==> images/clock_wires.png <==
Scale: 1 px per µm.
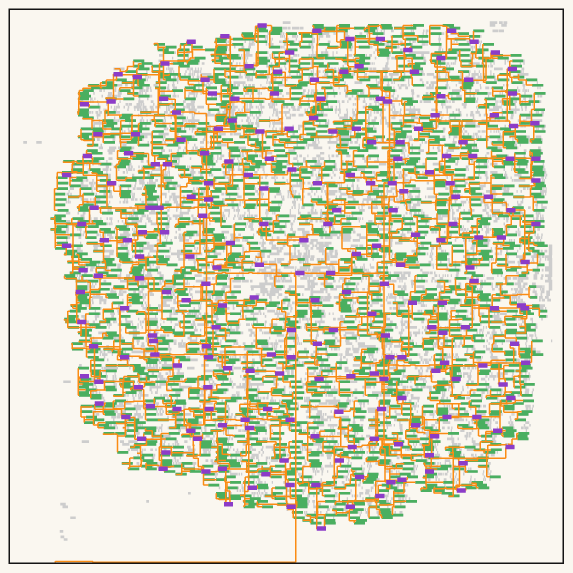
==> images/class_map.png <==
Scale: 1 px per µm. Fill, decap, tap and diode cells in grey.
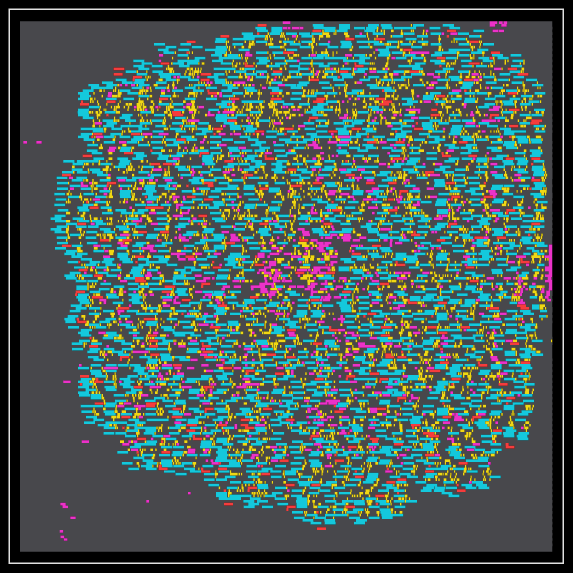
==> images/m2.png <==
Scale: 1 px per µm. Cells faint in the background.
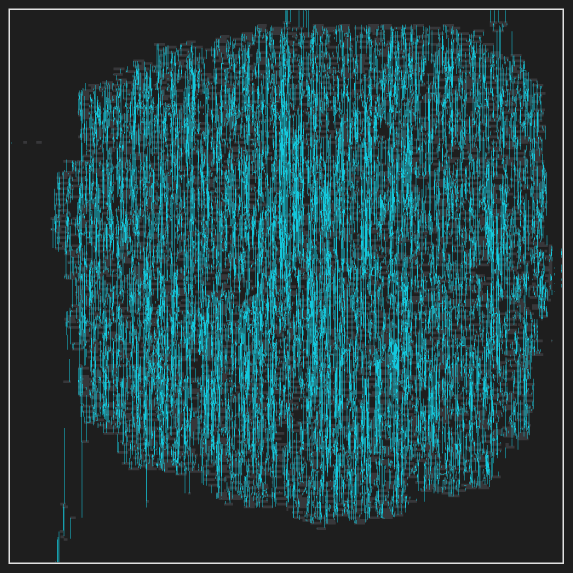
`src/rtl/bus_pkg.sv`:
```
// ---------------------------------------------------------------------------
// bus_pkg
// Shared definitions for the 8088-style bus slice: address/data bus widths,
// the target's one-hot state encoding, the address-phase timeout length and
// the parity helper used when the storage array carries a check bit.
// ---------------------------------------------------------------------------
package bus_pkg;

    localparam int ADDR_BUS_W  = 20;
    localparam int DATA_W      = 8;
    localparam int TIMEOUT_CYC = 4;

    // Last value of the 2-bit address-phase counter before the target gives up
    localparam logic [1:0] TIMEOUT_LAST = 2'(TIMEOUT_CYC - 1);

    typedef enum logic [3:0] {
        IDLE  = 4'b0001,
        ADDR  = 4'b0010,
        READ  = 4'b0100,
        WRITE = 4'b1000
    } tgt_state_t;

    // Even parity: the stored check bit makes the total count of ones even
    function automatic logic evenParity(input logic [DATA_W-1:0] data);
        return ^data;
    endfunction

endpackage

```
`src/rtl/bus_mem_array.sv`:
```
// ---------------------------------------------------------------------------
// bus_mem_array
// Byte-wide (optionally byte + parity) storage behind the bus target.
// Single address shared by the synchronous write and the asynchronous read,
// because the target only ever touches the one latched address per cycle.
//
// Parameters:
//   ADDR_W  log2 of the depth in words
//   WIDTH   word width in bits
// Ports:
//   clock    in   system clock, write happens on the rising edge
//   i_we     in   write enable
//   i_addr   in   word address for both read and write
//   i_wdata  in   write data
//   o_rdata  out  combinational read data at i_addr
// ---------------------------------------------------------------------------
module bus_mem_array #(
    parameter int ADDR_W = 8,
    parameter int WIDTH  = 8
) (
    input  logic              clock,
    input  logic              i_we,
    input  logic [ADDR_W-1:0] i_addr,
    input  logic [WIDTH-1:0]  i_wdata,
    output logic [WIDTH-1:0]  o_rdata
);

    logic [WIDTH-1:0] r_mem [2**ADDR_W];

    // Contents are deliberately not reset; software must write before reading
    always_ff @(posedge clock) begin
        if (i_we) begin
            r_mem[i_addr] <= i_wdata;
        end
    end

    // Read is combinational so the target can register data on the strobe edge
    assign o_rdata = r_mem[i_addr];

endmodule

```
`src/rtl/bus_mem_target.sv`:
```
// ---------------------------------------------------------------------------
// bus_mem_target
// Memory/IO target sitting behind one bus-cycle FSM. It latches and decodes
// the multiplexed address on ALE, then services a single read (OEb) or write
// (WR_RDb) strobe. Read data is driven for exactly one cycle.
//
// Build option: define PARITY_EN to store an even-parity bit with every byte
// and flag a sticky par_err when a read finds a mismatch. Without it the
// array is 8 bits wide and par_err is tied low.
//
// Parameters:
//   IOM        space answered (0 = memory, 1 = IO), must match the FSM
//   ADDR_W     log2 of array depth in bytes (4..12)
//   BASE_ADDR  window base, only bits [19:ADDR_W] are compared
// Ports:
//   clock    in   system clock
//   reset    in   synchronous active-high reset
//   ALE      in   address latch enable, one cycle at bus-cycle start
//   iom_in   in   space qualifier, valid with ALE
//   addr_hi  in   A[19:8], valid with ALE
//   ad_in    in   AD[7:0]: address low byte with ALE, write data with WR_RDb
//   OEb      in   read strobe
//   WR_RDb   in   write strobe
//   ad_out   out  read data
//   ad_oe    out  AD bus output enable, one cycle per read
//   sel      out  registered decode hit for the latched address
//   par_err  out  sticky parity error
// ---------------------------------------------------------------------------
module bus_mem_target
    import bus_pkg::*;
#(
    parameter logic                  IOM       = 1'b0,
    parameter int                    ADDR_W    = 8,
    parameter logic [ADDR_BUS_W-1:0] BASE_ADDR = 20'h00000
) (
    input  logic              clock,
    input  logic              reset,
    input  logic              ALE,
    input  logic              iom_in,
    input  logic [11:0]       addr_hi,
    input  logic [DATA_W-1:0] ad_in,
    input  logic              OEb,
    input  logic              WR_RDb,
    output logic [DATA_W-1:0] ad_out,
    output logic              ad_oe,
    output logic              sel,
    output logic              par_err
);

`ifdef PARITY_EN
    localparam int MEM_W = DATA_W + 1;
`else
    localparam int MEM_W = DATA_W;
`endif

    tgt_state_t              r_state;
    tgt_state_t              w_nextState;
    logic [ADDR_BUS_W-1:0]   r_addrQ;
    logic                    r_iomQ;
    logic                    r_sel;
    logic [DATA_W-1:0]       r_adOut;
    logic                    r_adOe;
    logic [1:0]              r_toCount;
    logic [1:0]              w_toNext;
    logic                    w_latch;
    logic                    w_doRead;
    logic                    w_doWrite;
    logic                    w_memWe;
    logic [ADDR_BUS_W-1:0]   w_newAddr;
    logic                    w_decodeHit;
    logic                    w_latchedHit;
    logic [MEM_W-1:0]        w_memWdata;
    logic [MEM_W-1:0]        w_memRdata;

    assign w_newAddr = {addr_hi, ad_in};

    // Decode of the address currently on the bus, captured into sel on ALE
    assign w_decodeHit = (iom_in == IOM) &&
                         (w_newAddr[ADDR_BUS_W-1:ADDR_W] == BASE_ADDR[ADDR_BUS_W-1:ADDR_W]);

    // Access qualifier from the latched copy; equals r_sel by construction
    assign w_latchedHit = r_sel && (r_iomQ == IOM) &&
                          (r_addrQ[ADDR_BUS_W-1:ADDR_W] == BASE_ADDR[ADDR_BUS_W-1:ADDR_W]);

    // A write strobe coinciding with reset must never reach the array
    assign w_memWe = w_doWrite && !reset;

`ifdef PARITY_EN
    assign w_memWdata = {evenParity(ad_in), ad_in};
`else
    assign w_memWdata = ad_in;
`endif

    bus_mem_array #(
        .ADDR_W (ADDR_W),
        .WIDTH  (MEM_W)
    ) u_memArray (
        .clock   (clock),
        .i_we    (w_memWe),
        .i_addr  (r_addrQ[ADDR_W-1:0]),
        .i_wdata (w_memWdata),
        .o_rdata (w_memRdata)
    );

    // Next-state and access decisions. ALE always wins over the strobes while
    // in ADDR; both strobes together is treated as an illegal cycle and
    // abandoned. The timeout counter only advances while waiting in ADDR
    // with no strobe, and reads zero everywhere else so every entry to ADDR
    // starts a fresh count.
    always_comb begin
        w_nextState = r_state;
        w_latch     = 1'b0;
        w_doRead    = 1'b0;
        w_doWrite   = 1'b0;
        w_toNext    = 2'd0;
        case (r_state)
            IDLE: begin
                if (ALE) begin
                    w_latch     = 1'b1;
                    w_nextState = ADDR;
                end
            end
            ADDR: begin
                if (ALE) begin
                    w_latch     = 1'b1;
                    w_nextState = ADDR;
                end else if (OEb && WR_RDb) begin
                    w_nextState = IDLE;
                end else if (OEb || WR_RDb) begin
                    if (!w_latchedHit) begin
                        w_nextState = IDLE;
                    end else if (OEb) begin
                        w_doRead    = 1'b1;
                        w_nextState = READ;
                    end else begin
                        w_doWrite   = 1'b1;
                        w_nextState = WRITE;
                    end
                end else if (r_toCount == TIMEOUT_LAST) begin
                    w_nextState = IDLE;
                end else begin
                    w_toNext = r_toCount + 2'd1;
                end
            end
            READ:    w_nextState = IDLE;
            WRITE:   w_nextState = IDLE;
            default: w_nextState = IDLE;
        endcase
    end

    // State, address latch and read-data registers. ad_oe follows the read
    // decision directly, so it is high for exactly the one cycle spent in
    // READ and drops on the exit edge. ad_out holds its last value after.
    always_ff @(posedge clock) begin
        if (reset) begin
            r_state   <= IDLE;
            r_addrQ   <= '0;
            r_iomQ    <= 1'b0;
            r_sel     <= 1'b0;
            r_adOut   <= '0;
            r_adOe    <= 1'b0;
            r_toCount <= 2'd0;
        end else begin
            r_state   <= w_nextState;
            r_toCount <= w_toNext;
            r_adOe    <= w_doRead;
            if (w_latch) begin
                r_addrQ <= w_newAddr;
                r_iomQ  <= iom_in;
                r_sel   <= w_decodeHit;
            end
            if (w_doRead) begin
                r_adOut <= w_memRdata[DATA_W-1:0];
            end
        end
    end

`ifdef PARITY_EN
    logic r_parErr;

    // Parity is rechecked on the same edge that launches the read data, and
    // the error flag stays set until the next reset.
    always_ff @(posedge clock) begin
        if (reset) begin
            r_parErr <= 1'b0;
        end else if (w_doRead &&
                     (w_memRdata[DATA_W] != evenParity(w_memRdata[DATA_W-1:0]))) begin
            r_parErr <= 1'b1;
        end
    end

    assign par_err = r_parErr;
`else
    assign par_err = 1'b0;
`endif

    assign ad_out = r_adOut;
    assign ad_oe  = r_adOe;
    assign sel    = r_sel;

endmodule
```
`config.mk`:
```
export PLATFORM = sky130hd
export DESIGN_NAME = bus_mem_target
export DESIGN_NICKNAME = d
export VERILOG_FILES = /design/src/rtl/bus_pkg.sv /design/src/rtl/bus_mem_array.sv /design/src/rtl/bus_mem_target.sv
export SDC_FILE = /design/constraint.sdc
export NUM_CORES = 2
export LEC_CHECK = 0
export ABC_AREA = 1
export CORE_MARGIN = 10
export CORE_UTILIZATION = 30
export DETAILED_ROUTE_END_ITERATION = 8
export PLACE_DENSITY = 0.43
export SLEW_MARGIN = 20
export SYNTH_ARGS = -nofsm -noshare
export SYNTH_HDL_FRONTEND = slang
export SYNTH_SLANG_ARGS = --single-unit
```
`constraint.sdc`:
```
create_clock -name clock -period 2.3 [get_ports clock]
set_input_delay 0.23 -clock clock [delete_from_list [all_inputs] [get_ports clock]]
set_output_delay 0.23 -clock clock [all_outputs]
set_load 0.05 [all_outputs]
```
==> results_dict.tcl <==
# metrics dict for downstream scripts
set metrics [dict create \
    synth.distinct_cells 25 \
    fa_ha_area_share_pct 0.0147 \
    postCtsResizedCells 231 \
    maxPowerGroup "sequential cells" \
    synthTopLogicFamily "simple AND/OR/NAND/NOR gates" \
    via_count 58700 \
    yosys_cells 7962 \
    dieArea_um2 305000 \
    synthTopCellsByCount "4381 x nand2_1, 2048 x edfxtp_1, 620 x nor2_1, 281 x clkbuf_1, 146 x nand3_1" \
    wl_per_cell_um 22.9 \
    clock_area_share_pct 6.49 \
    crit_type "flip-flop to flip-flop" \
    grt_setup_unrepaired "true" \
    tap_cells 3743 \
    violations "setup timing" \
    mux_share_pct 0 \
    sh_comb_area_pct 21.1 \
    drtIter0Drc 4681 \
    peakVddDrop_v 0.000876 \
    period_used_pct 113 \
    area_dominant_class "registers" \
    pin_count 37 \
    final-nonclk-buf-share_pct 10.8 \
    power_uw 88200 \
    nFlopsAndLatches 2085 \
    largest-register "u_memArray.r_mem" \
    hold_viol_final 0 \
    fin_skew_ns 0.0543 \
    status "finished, violations left" \
    rr_startpoint "r_addrQ[0]" \
    power_clock_uw 35200 \
    combinationalPower_uw 11300 \
    hold_class "input pin to flip-flop" \
    ys_area_um2 85100 \
    dp_slack_ns -0.541 \
    final_cells 12600 \
    synth_top_cell_by_area "edfxtp_1" \
    setup_ws_ns -0.308 \
    ff_type "edfxtp_1" \
    n_all_buffers 940 \
    grt_overflow_total 0 \
    gp_congestion 0.850 \
    totalWireLength_um 289000 \
    cp.required_ns 3.07 \
    nFillCells 27300 \
    cts_max_level 4 \
    cts_root_buffer "clkbuf_16" \
    setup_tns_ns -340.52 \
    cts_tree "built" \
    cts.reportedPaths.clkPinSlew_ns 0.06 \
    seq_share_pct 57.2 \
    yosys_warnings 0 \
    setup_viol 2058 \
    async_flop_share_pct 0 \
    grt_max_degree 99 \
    cp_max_fo 23 \
    top_area_share_pct 72.3 \
    warning_count 30 \
    comb_area_um2 22900 \
    r2r_slack_ns -0.31 \
    synth.area.top_cells "edfxtp_1 72%, nand2_1 19%, nor2_1 2.7%" \
    switching_power_uw 23000 \
    seqPwrFrac_pct 47.4 \
    io_buffers 35 \
    cts_buffers 226 \
    dieHeight_um 553 \
    final_nets 8745 \
    die_w_um 553 \
    drc 0 \
    antenna_found_initial 5 \
    arrival_ns 3.38 \
    n_clock_buffer 265 \
    slew_headroom_pct 39.5 \
    p_comb_share_pct 12.8 \
    clock_power_share_pct 39.9 \
    syn_area_per_cell_um2 10.7 \
    final_util_pct 38.6 \
    critPathCapture "ad_out[7]" \
    aoi_share_pct 1.34 \
    ant_nets 0 \
    r2r_end "ad_out[7]" \
    postCtsHoldBufs 18 \
    dr.pass1.iters 6 \
    std_cell_rows 195 \
    dpl.cell_count 12100 \
    initial_core_util_pct 30.1 \
    xor_share_pct 0 \
]
Notes on clock_wires.png above:
Key: green = flip-flops [count 2085]; purple = clock-net drivers [count 226]; orange = clock wires [length 27.7 mm]
There are 227 routed clock nets. Position of the flops: all over the die.

Notes on class_map.png above:
Key: red = clock drivers and dummy loads [cells 405, share of their area 6.8%]; cyan = registers [cells 2085, share of their area 60%]; magenta = remaining buffers and delay cells [cells 940, share of their area 11%]; yellow = remaining logic cells [cells 5465, share of their area 22%]

Notes on m2.png above:
The wires run mostly vertical. The layer holds 47% of the routed length. 6217 nets have wire on it. The longest straight run is 153 µm. The layer carries 134 mm of wire.

-- critical path: stages (launching register included) --
cell and delay, ns:
dfxtp_4 0.42, buf_6 0.15, buf_12 0.16, buf_16 0.18, nand2_1 0.08, nand2_1 0.05
nand2_1 0.05, nand2_1 0.06, nand2_1 0.05, nand2_1 0.13, nor2_2 0.16, buf_4 0.11
nor2_1 0.04, nor2_2 0.28, nand2_2 0.18, nand2_2 0.10, nand3_1 0.07, nor2_1 0.10
nor2_1 0.04
-- metal layers --
metal | vias to the layer above | wire, µm | track usage [%]
met1 | 29100 | 133000 | 25.6
met3 | 342 | 13600 | 2.17
li1 | 27900 | - | -
met2 | 1357 | 134000 | 29.8
met5 | - | 0 | 0
met4 | 0 | 7910 | 4.84
-- worst min-delay path by stage --
stage                       startpoint      endpoint  slack (ns)  cells after the start
after floorplan                  reset           sel        0.30                      1
after global placement    r_toCount[0]  r_toCount[0]        0.41                      1
after detailed placement  r_toCount[0]  r_toCount[0]        0.42                      1
after CTS                       iom_in        r_iomQ      0.0003                      3
after global routing               ALE    r_state[0]        0.09                      3
final                       addr_hi[8]   r_addrQ[16]        0.07                      3
-- cell usage in the layout (no fill, tap or decap), types with 6 or more instances in the layout --
master / count
inv_1: 24
buf_6: 78
nor2_2: 187
bufinv_16: 16
dlygate4sd3_1: 18
buf_16: 24
edfxtp_1: 2048
clkinv_2: 50
clkbuf_16: 238
nand4_1: 58
buf_4: 486
o21ai_0: 35
clkdlybuf4s50_1: 21
nor2_4: 110
bufbuf_16: 7
clkinv_8: 6
nand2_4: 14
a22oi_1: 16
o21ai_1: 68
o21ai_2: 7
nand2_8: 8
nand2_1: 4286
dfxtp_1: 33
nor2_1: 323
clkinv_1: 57
buf_8: 25
a21oi_1: 88
clkbuf_1: 37
nand3_1: 141
buf_12: 265
nand2_2: 73
